**src/rtl/relogio_pkg.sv**
```systemverilog
// relogio_pkg: shared types and constants for the clock adjust sequencer.
package relogio_pkg;

  typedef enum logic [1:0] {
    NORMAL   = 2'b00,
    HORAS    = 2'b01,
    MINUTOS  = 2'b10,
    SEGUNDOS = 2'b11
  } modo_ajuste_t;

  localparam int MS_PER_S = 1000;

  // Next state of the NORMAL -> HORAS -> MINUTOS -> SEGUNDOS -> NORMAL ring.
  function automatic modo_ajuste_t next_modo(input modo_ajuste_t m);
    case (m)
      NORMAL:  return HORAS;
      HORAS:   return MINUTOS;
      MINUTOS: return SEGUNDOS;
      default: return NORMAL;
    endcase
  endfunction

endpackage

```
**src/rtl/relogio_tick_gen.sv**
```systemverilog
// relogio_tick_gen: free-running millisecond tick, one clock wide.
// The tick is registered, so the first tick appears one ms after reset
// is released (every cycle from the second one when the divider is 1).
module relogio_tick_gen #(
  parameter int CLK_FREQ_HZ = 100_000_000
) (
  input  logic clk,
  input  logic reset,
  output logic ms_tick
);

  localparam int DIV   = (CLK_FREQ_HZ / 1000 > 0) ? (CLK_FREQ_HZ / 1000) : 1;
  localparam int CNT_W = (DIV > 1) ? $clog2(DIV) : 1;
  localparam logic [CNT_W-1:0] CNT_LAST = CNT_W'(DIV - 1);

  logic [CNT_W-1:0] cnt;

  // Divide the clock down to 1 kHz; the tick fires when the divider wraps.
  always_ff @(posedge clk) begin
    if (reset) begin
      cnt     <= '0;
      ms_tick <= 1'b0;
    end else if (cnt == CNT_LAST) begin
      cnt     <= '0;
      ms_tick <= 1'b1;
    end else begin
      cnt     <= cnt + 1'b1;
      ms_tick <= 1'b0;
    end
  end

endmodule

```
**src/rtl/relogio_ajuste_ctrl.sv**
```systemverilog
// relogio_ajuste_ctrl: adjust-mode sequencer for the clock.
// Steps NORMAL -> HORAS -> MINUTOS -> SEGUNDOS on btn_mode, issues
// single-cycle inc/dec pulses with auto-repeat, and drives the blink gate
// for the field being edited.
// Optional: define RELOGIO_AJUSTE_TIMEOUT_EN to fall back to NORMAL after
// TIMEOUT_S seconds without button activity in an adjust mode.
module relogio_ajuste_ctrl
  import relogio_pkg::*;
#(
  parameter int CLK_FREQ_HZ      = 100_000_000,
  parameter int REPEAT_DELAY_MS  = 500,
  parameter int REPEAT_PERIOD_MS = 100,
  parameter int BLINK_HALF_MS    = 250,
  parameter int TIMEOUT_S        = 10
) (
  input  logic       clk_100MHz,
  input  logic       reset,
  input  logic       btn_mode,
  input  logic       btn_inc,
  input  logic       btn_dec,
  output logic [1:0] modo_ajuste,
  output logic       ajuste_inc,
  output logic       ajuste_dec,
  output logic       run_en,
  output logic       blink_on
);

  localparam int HOLD_LIM = (REPEAT_DELAY_MS > REPEAT_PERIOD_MS) ? REPEAT_DELAY_MS
                                                                  : REPEAT_PERIOD_MS;
  localparam int HOLD_W  = $clog2(HOLD_LIM + 1);
  localparam int BLINK_W = $clog2(BLINK_HALF_MS + 1);
  localparam logic [HOLD_W-1:0]  HOLD_DELAY  = HOLD_W'(REPEAT_DELAY_MS);
  localparam logic [HOLD_W-1:0]  HOLD_PERIOD = HOLD_W'(REPEAT_PERIOD_MS);
  localparam logic [BLINK_W-1:0] BLINK_LAST  = BLINK_W'(BLINK_HALF_MS - 1);

  // Every timing parameter is a count of ticks and must be at least one.
  if (REPEAT_DELAY_MS < 1 || REPEAT_PERIOD_MS < 1 || BLINK_HALF_MS < 1 || TIMEOUT_S < 1)
  begin : g_param_check
    $error("relogio_ajuste_ctrl: timing parameters must be >= 1");
  end

  logic ms_tick;

  relogio_tick_gen #(
    .CLK_FREQ_HZ(CLK_FREQ_HZ)
  ) u_tick_gen (
    .clk     (clk_100MHz),
    .reset   (reset),
    .ms_tick (ms_tick)
  );

  // A button only counts once it has been seen released after reset, so a
  // button held through reset stays inert until it is pressed again.
  logic arm_mode, arm_inc, arm_dec;
  logic prev_mode, prev_inc, prev_dec;
  logic lvl_mode, lvl_inc, lvl_dec;
  logic rise_mode, rise_inc, rise_dec;

  assign lvl_mode  = btn_mode & arm_mode;
  assign lvl_inc   = btn_inc  & arm_inc;
  assign lvl_dec   = btn_dec  & arm_dec;
  assign rise_mode = lvl_mode & ~prev_mode;
  assign rise_inc  = lvl_inc  & ~prev_inc;
  assign rise_dec  = lvl_dec  & ~prev_dec;

  // Button history: arming flags and previous qualified levels.
  always_ff @(posedge clk_100MHz) begin
    if (reset) begin
      arm_mode  <= 1'b0;
      arm_inc   <= 1'b0;
      arm_dec   <= 1'b0;
      prev_mode <= 1'b0;
      prev_inc  <= 1'b0;
      prev_dec  <= 1'b0;
    end else begin
      arm_mode  <= arm_mode | ~btn_mode;
      arm_inc   <= arm_inc  | ~btn_inc;
      arm_dec   <= arm_dec  | ~btn_dec;
      prev_mode <= lvl_mode;
      prev_inc  <= lvl_inc;
      prev_dec  <= lvl_dec;
    end
  end

  modo_ajuste_t modo_q;
  logic         in_adjust;
  logic         timeout_fire;

  assign in_adjust   = (modo_q != NORMAL);
  assign modo_ajuste = modo_q;

  // Press pulses: a mode edge in the same cycle wins, and simultaneous
  // inc+dec cancels both.
  logic edge_inc, edge_dec;
  assign edge_inc = in_adjust & ~rise_mode & rise_inc & ~lvl_dec;
  assign edge_dec = in_adjust & ~rise_mode & rise_dec & ~lvl_inc;

  // Auto-repeat runs only while exactly one of inc/dec is held. A fresh
  // press restarts the count so the first repeat lands a full delay later.
  logic              one_held, hold_clr, rep_fire, repeating;
  logic [HOLD_W-1:0] hold_cnt, hold_next;

  assign one_held  = in_adjust & ~rise_mode & (lvl_inc ^ lvl_dec);
  assign hold_clr  = ~one_held | rise_inc | rise_dec;
  assign hold_next = hold_cnt + 1'b1;
  assign rep_fire  = ~hold_clr & ms_tick &
                     (hold_next == (repeating ? HOLD_PERIOD : HOLD_DELAY));

  logic pulse_inc_n, pulse_dec_n;
  assign pulse_inc_n = edge_inc | (rep_fire & lvl_inc);
  assign pulse_dec_n = edge_dec | (rep_fire & lvl_dec);

  // Hold counter: initial delay first, then the repeat period.
  always_ff @(posedge clk_100MHz) begin
    if (reset || hold_clr) begin
      hold_cnt  <= '0;
      repeating <= 1'b0;
    end else if (ms_tick) begin
      if (rep_fire) begin
        hold_cnt  <= '0;
        repeating <= 1'b1;
      end else begin
        hold_cnt  <= hold_next;
      end
    end
  end

`ifdef RELOGIO_AJUSTE_TIMEOUT_EN
  localparam int SEC_W = $clog2(TIMEOUT_S + 1);
  localparam int MS_W  = $clog2(MS_PER_S + 1);
  localparam logic [MS_W-1:0]  MS_LAST  = MS_W'(MS_PER_S - 1);
  localparam logic [SEC_W-1:0] SEC_LAST = SEC_W'(TIMEOUT_S - 1);

  logic [MS_W-1:0]  idle_ms;
  logic [SEC_W-1:0] idle_s;
  logic             idle_clr;

  // Any button edge or issued pulse counts as activity, which also lets a
  // coincident edge cancel the timeout.
  assign idle_clr     = ~in_adjust | rise_mode | rise_inc | rise_dec |
                        pulse_inc_n | pulse_dec_n;
  assign timeout_fire = ~idle_clr & ms_tick & (idle_ms == MS_LAST) & (idle_s == SEC_LAST);

  // Inactivity timer in ms and whole seconds while in an adjust mode.
  always_ff @(posedge clk_100MHz) begin
    if (reset || idle_clr || timeout_fire) begin
      idle_ms <= '0;
      idle_s  <= '0;
    end else if (ms_tick) begin
      if (idle_ms == MS_LAST) begin
        idle_ms <= '0;
        idle_s  <= idle_s + 1'b1;
      end else begin
        idle_ms <= idle_ms + 1'b1;
      end
    end
  end
`else
  assign timeout_fire = 1'b0;
`endif

  // Mode FSM; run_en is registered alongside the mode it reflects.
  always_ff @(posedge clk_100MHz) begin
    if (reset) begin
      modo_q <= NORMAL;
      run_en <= 1'b1;
    end else if (rise_mode) begin
      modo_q <= next_modo(modo_q);
      run_en <= (next_modo(modo_q) == NORMAL);
    end else if (timeout_fire) begin
      modo_q <= NORMAL;
      run_en <= 1'b1;
    end
  end

  // Registered single-cycle inc/dec pulses to the time counters.
  always_ff @(posedge clk_100MHz) begin
    if (reset) begin
      ajuste_inc <= 1'b0;
      ajuste_dec <= 1'b0;
    end else begin
      ajuste_inc <= pulse_inc_n;
      ajuste_dec <= pulse_dec_n;
    end
  end

  logic [BLINK_W-1:0] blink_ph;

  // Blink gate: solid in NORMAL, restarted visible on mode change or edit.
  always_ff @(posedge clk_100MHz) begin
    if (reset) begin
      blink_on <= 1'b1;
      blink_ph <= '0;
    end else if (!in_adjust || rise_mode || pulse_inc_n || pulse_dec_n || timeout_fire) begin
      blink_on <= 1'b1;
      blink_ph <= '0;
    end else if (ms_tick) begin
      if (blink_ph == BLINK_LAST) begin
        blink_ph <= '0;
        blink_on <= ~blink_on;
      end else begin
        blink_ph <= blink_ph + 1'b1;
      end
    end
  end

endmodule
```
**config.mk**
```make
export PLATFORM = sky130hd
export DESIGN_NAME = relogio_ajuste_ctrl
export DESIGN_NICKNAME = d
export VERILOG_FILES = /design/src/rtl/relogio_pkg.sv /design/src/rtl/relogio_tick_gen.sv /design/src/rtl/relogio_ajuste_ctrl.sv
export SDC_FILE = /design/constraint.sdc
export NUM_CORES = 1
export LEC_CHECK = 0
export CAP_MARGIN = 20
export CORE_UTILIZATION = 40
export DETAILED_ROUTE_END_ITERATION = 7
export PLACE_DENSITY = 0.62
export SYNTH_ARGS = -nofsm -noshare
export SYNTH_HDL_FRONTEND = slang
export SYNTH_SLANG_ARGS = --single-unit
export TNS_END_PERCENT = 50
```
**constraint.sdc**
```tcl
create_clock -name clk_100MHz -period 2.41 [get_ports clk_100MHz]
set_input_delay 0.3615 -clock clk_100MHz [delete_from_list [all_inputs] [get_ports clk_100MHz]]
set_output_delay 0.3615 -clock clk_100MHz [all_outputs]
set_load 0.05 [all_outputs]
```
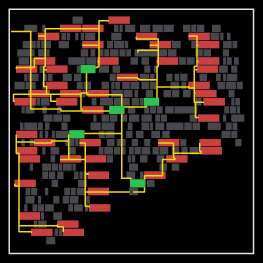
(images/clock_wires.png)
Scale: 3 px per um.
Green marks clock-net drivers, count 5. Red marks flip-flops, count 48. Yellow marks clock wires, length 556 um.
Position of the flops: widely spread.
Insertion Delay late pin: 0.30 ns
Layout Skew: 0.00691 ns
Clock Power: 590 uW
clock share of power: 0.399

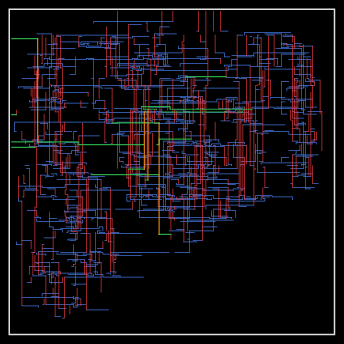
(images/layers.png)
Scale: 4 px per um.
Red marks M2, wire length 2,200 um. Blue marks M1, wire length 2,320 um. Green marks M3, wire length 151 um. Orange marks M4, wire length 85.7 um.
Wirelength per Cell: 12.4 um
final WL: 4760 um

==> results_dict.tcl <==
# implementation run metrics
set metrics [dict create \
    met3_length_um 150 \
    synth.cell_area_um2 2490 \
    setup_viol 0 \
    tool_warnings 30 \
    critPathKind "reg -> reg" \
    min_path_cells 2 \
    ys_types 53 \
    met1Wirelength_um 2320 \
    outcome "finished, final reports clean" \
    worst_slack_ns 0.307 \
    floorplan.core_util 0.418 \
    cts_buffer_depth 2 \
    top_area_frac 0.386 \
    setup_tns_ns 0 \
    internal-power_uw 1150 \
    ys_sh_simple 0.262 \
    cts_setup_buffers 0 \
    final_cell_mix "dfxtp_1 (48), nor2_1 (29), buf_4 (23), nand2_1 (18), xor2_1 (17)" \
    slew_viol_final 0 \
    rsz0062_at_grt "false" \
    p_comb_frac 0.051 \
    root_buffer "clkbuf_8" \
    fmax_mhz 476 \
    highest_layer "met4" \
    grt_util_met3 0.0348 \
    yosysTopAreaCell "dfxtp_1" \
    seq_cells 48 \
    cts_max_level 2 \
    register_area_um2 961 \
    grt_pass1_vias 1819 \
    powerDensity_nw_per_um2 511 \
    io_buffers 10 \
]
Power is estimated from default activity; no workload was simulated.
